Fig. 1: run 1, sequential cells grouped by signal name
Scale bar: 20 um. Other sequential cells in the stronger grey, the rest of the logic in the fainter grey.
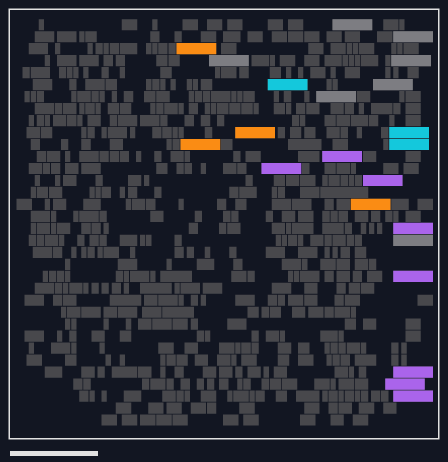
Fig. 2: run 1, wiring by layer
Two of the layers only.
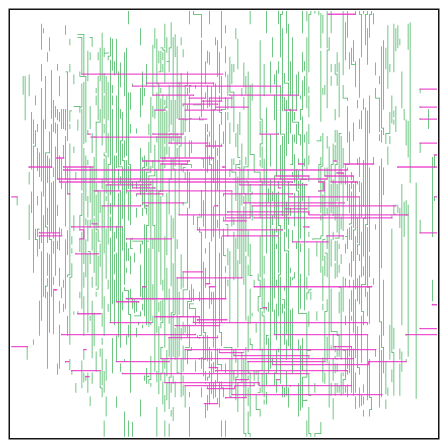
Fig. 3: run 1, track usage over the die
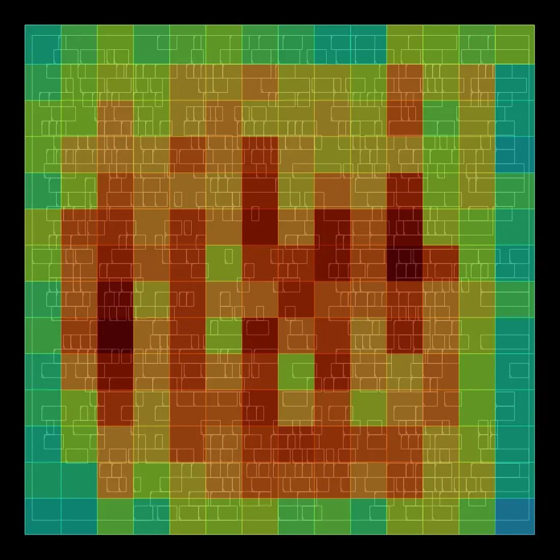
Fig. 4: run 1, port wiring
Scale bar: 20 um.
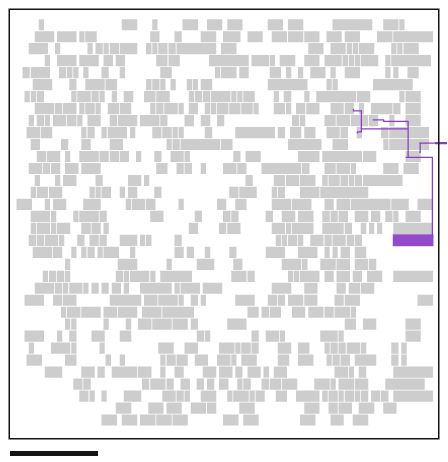
==> config.mk <==
export PLATFORM = sky130hd
export DESIGN_NAME = cpu_alu_stage
export DESIGN_NICKNAME = d
export VERILOG_FILES = /design/src/rtl/cpu_alu_stage.sv
export SDC_FILE = /design/constraint.sdc
export NUM_CORES = 1
export LEC_CHECK = 0
export CORE_UTILIZATION = 45
export CTS_CLUSTER_SIZE = 14
export DETAILED_ROUTE_END_ITERATION = 8
export PLACE_DENSITY = 0.67
export SYNTH_ARGS = -nofsm -noshare
export SYNTH_HDL_FRONTEND = slang
export SYNTH_SLANG_ARGS = --single-unit
==> constraint.sdc <==
create_clock -name i_clk -period 12.78 [get_ports i_clk]
set_input_delay 1.917 -clock i_clk [delete_from_list [all_inputs] [get_ports i_clk]]
set_output_delay 1.917 -clock i_clk [all_outputs]
set_load 0.1 [all_outputs]
==> flow_metrics.tcl, run 1 <==
# flow metrics
set metrics [dict create \
    dr.max_layer_used "met4" \
    drc 0 \
    lay_top_count "nand2_1" \
    fp_util_pct 46.53 \
    fill_cells 860 \
    nNonClkInverters 47 \
    cap_violations 0 \
    clock_latency_ns 0.27 \
    edf_count 0 \
    setup_viol 0 \
    common_cells "nand2_1, nor2_1, inv_1, ha_1, a21oi_1" \
    power_leader "combinational logic" \
    die_w_um 97.19 \
    status "finished, final reports clean" \
    postCtsSetupRepairBufs 0 \
    slew_headroom_pct 22.20 \
    core_mm2 0.008763 \
    cts.sinks 22 \
    yosys.stat.seqShare_pct 13.50 \
    largestClassByArea "multi-input combinational cells" \
    reg2reg_slack_ns 6.30 \
    power_clock_mw 0.0674 \
    synthesis.instances 559 \
    grt_pass1_vias 4255 \
    clkTransAtPathRegs_ns 0.10 \
    setup_tns_ns 0 \
    die-area_mm2 0.009446 \
    tool_warnings 46 \
    grt_overflow_total 0 \
    combGateArea_mm2 0.003247 \
    syn_area_mm2 0.004078 \
    layout.cells.non_filler 704 \
    drtIter0Drc 508 \
    simple_gate_area_share_pct 24.21 \
    peakVddDrop_mv 0.05957 \
    grtUsageMet2_pct 50.33 \
    logic_gates 465 \
    post_drt_via_cell_ratio 6.337 \
    numCtsBuffers 3 \
]
Notes on Fig. 1 above:
o_reg_wr_sel -> cyan  # sequential cells 3
o_reg_wr_data -> purple  # sequential cells 8
o_flags -> orange  # sequential cells 4
not coloured = 7
register area: 550.5 um2
sequential share of cell area: 11.60%
Final Util: 54.14%
Seq power: 0.114 mW

Notes on Fig. 2 above:
met3 -> magenta  # wire length 1460 um
met2 -> green  # wire length 6910 um
drt total wl: 15860 um
via count: 4461

Notes on Fig. 3 above:
met1 Use GR: 46.65%
drt wl/cell: 22.53 um
Most Crowded Layer GR: met2

Notes on Fig. 4 above:
o_reg_wr_en -> purple  # bits 1, direction output, end cells 1, buffers 1, wire 65.1 um
IO Port Bufs: 51
number of I/O pins: 52

Fig. 5: run 1, metal 1
Scale bar: 20 um. Supply wires on this layer in grey.
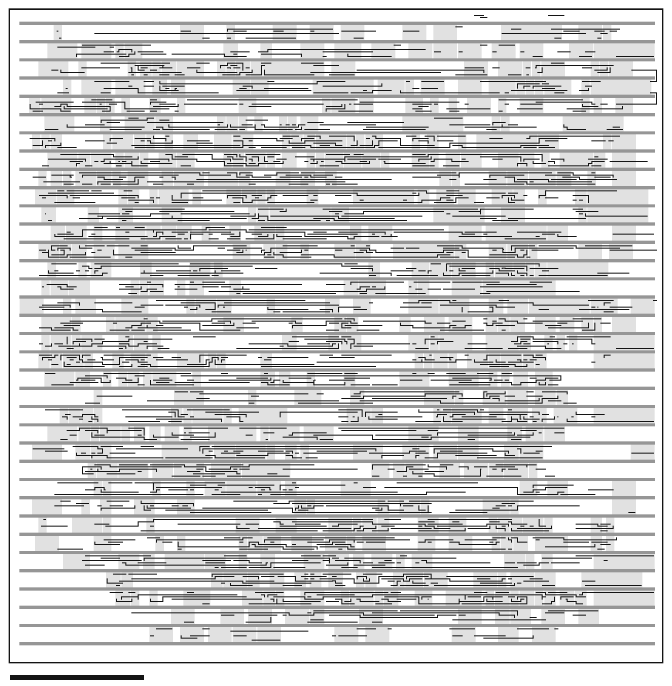

==> run 2, diff against run 1 <==
Clock period 12.78 ns to 8.4 ns, I/O delays scaled along.
Fig. 6: run 2, metal 1
Scale bar: 20 um. Supply wires on this layer in grey.
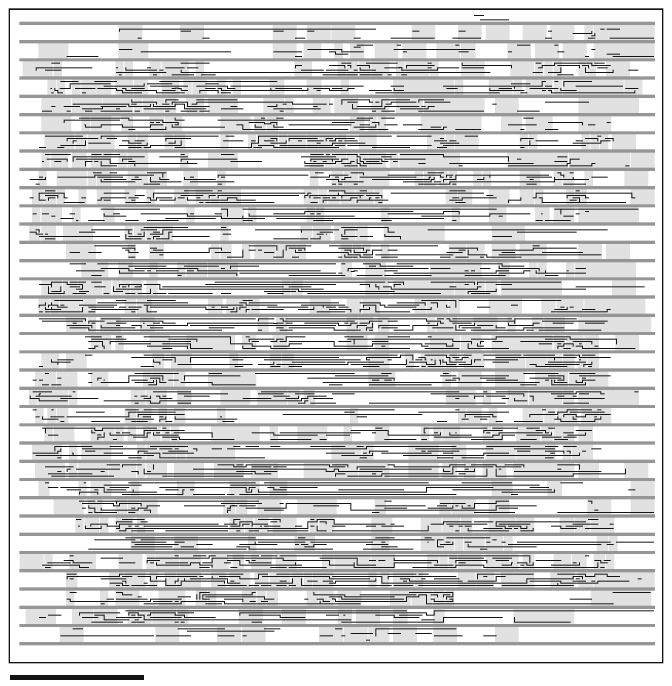
longest straight run = 46.0 um
share of all routed wire = 44%
met1 Use GR: 48.09%
via count: 4490
drt total wl: 15720 um

Fig. 7: run 2, port wiring
Scale bar: 20 um.
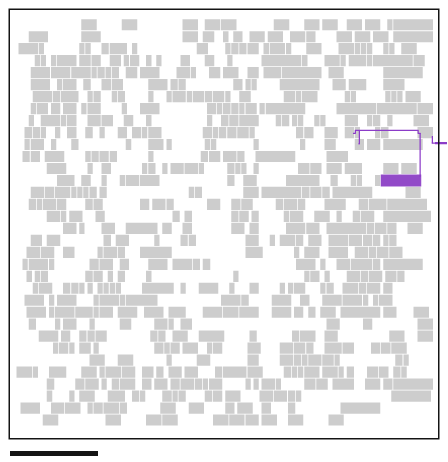
o_reg_wr_en -> purple  # bits 1, direction output, end cells 1, buffers 1, wire 32.0 um

==> flow_metrics.tcl, run 2 <==
# flow metrics
set metrics [dict create \
    power_clock_mw 0.102 \
    grt_overflow_total 0 \
    fill_cells 861 \
    combGateArea_mm2 0.003247 \
    largestClassByArea "multi-input combinational cells" \
    drc 0 \
    syn_area_mm2 0.004078 \
    die-area_mm2 0.009446 \
    syn_avg_cell_area_um2 7.295 \
    slew_headroom_pct 28.64 \
    yosys.stat.seqShare_pct 13.50 \
    worst-path-stages 21 \
    status "finished, final reports clean" \
    clkTransAtPathRegs_ns 0.09 \
    pg_comb_mw 0.618 \
    sequentialPower_mw 0.174 \
    postCtsSetupRepairBufs 0 \
    grtUsageMet2_pct 54.06 \
    edf_count 0 \
    cts_hold_buf 0 \
    seq_area_share_pct 11.55 \
    post_drt_via_cell_ratio 6.351 \
    grt.busiest_layer "met2" \
    setup_viol 0 \
    synthesis.instances 559 \
    postLayoutCoreUtil_pct 54.40 \
    reg2reg_slack_ns 2.30 \
    dr.max_layer_used "met4" \
    regArea_um2 550.5 \
    grt_pass1_vias 4255 \
    placement.io_buffers 51 \
    nNonClkInverters 47 \
    fp_util_pct 46.53 \
    buffer_area_share_pct 12.28 \
    core_mm2 0.008763 \
    setup_tns_ns 0 \
    common_cells "nand2_1, nor2_1, inv_1, ha_1, a21oi_1" \
    cap_violations 0 \
    wl_per_cell_um 22.24 \
    numCtsBuffers 3 \
    tool_warnings 46 \
    layout.cells.non_filler 707 \
    drtIter0Drc 388 \
    p_comb_share_pct 69.1 \
    power_leader "combinational logic" \
    crit_path_max_fanout 32 \
    slew_violations 0 \
    simple_gate_area_share_pct 24.21 \
    clock_latency_ns 0.27 \
]
No activity file was given, so power comes from the tool's default toggle rates.
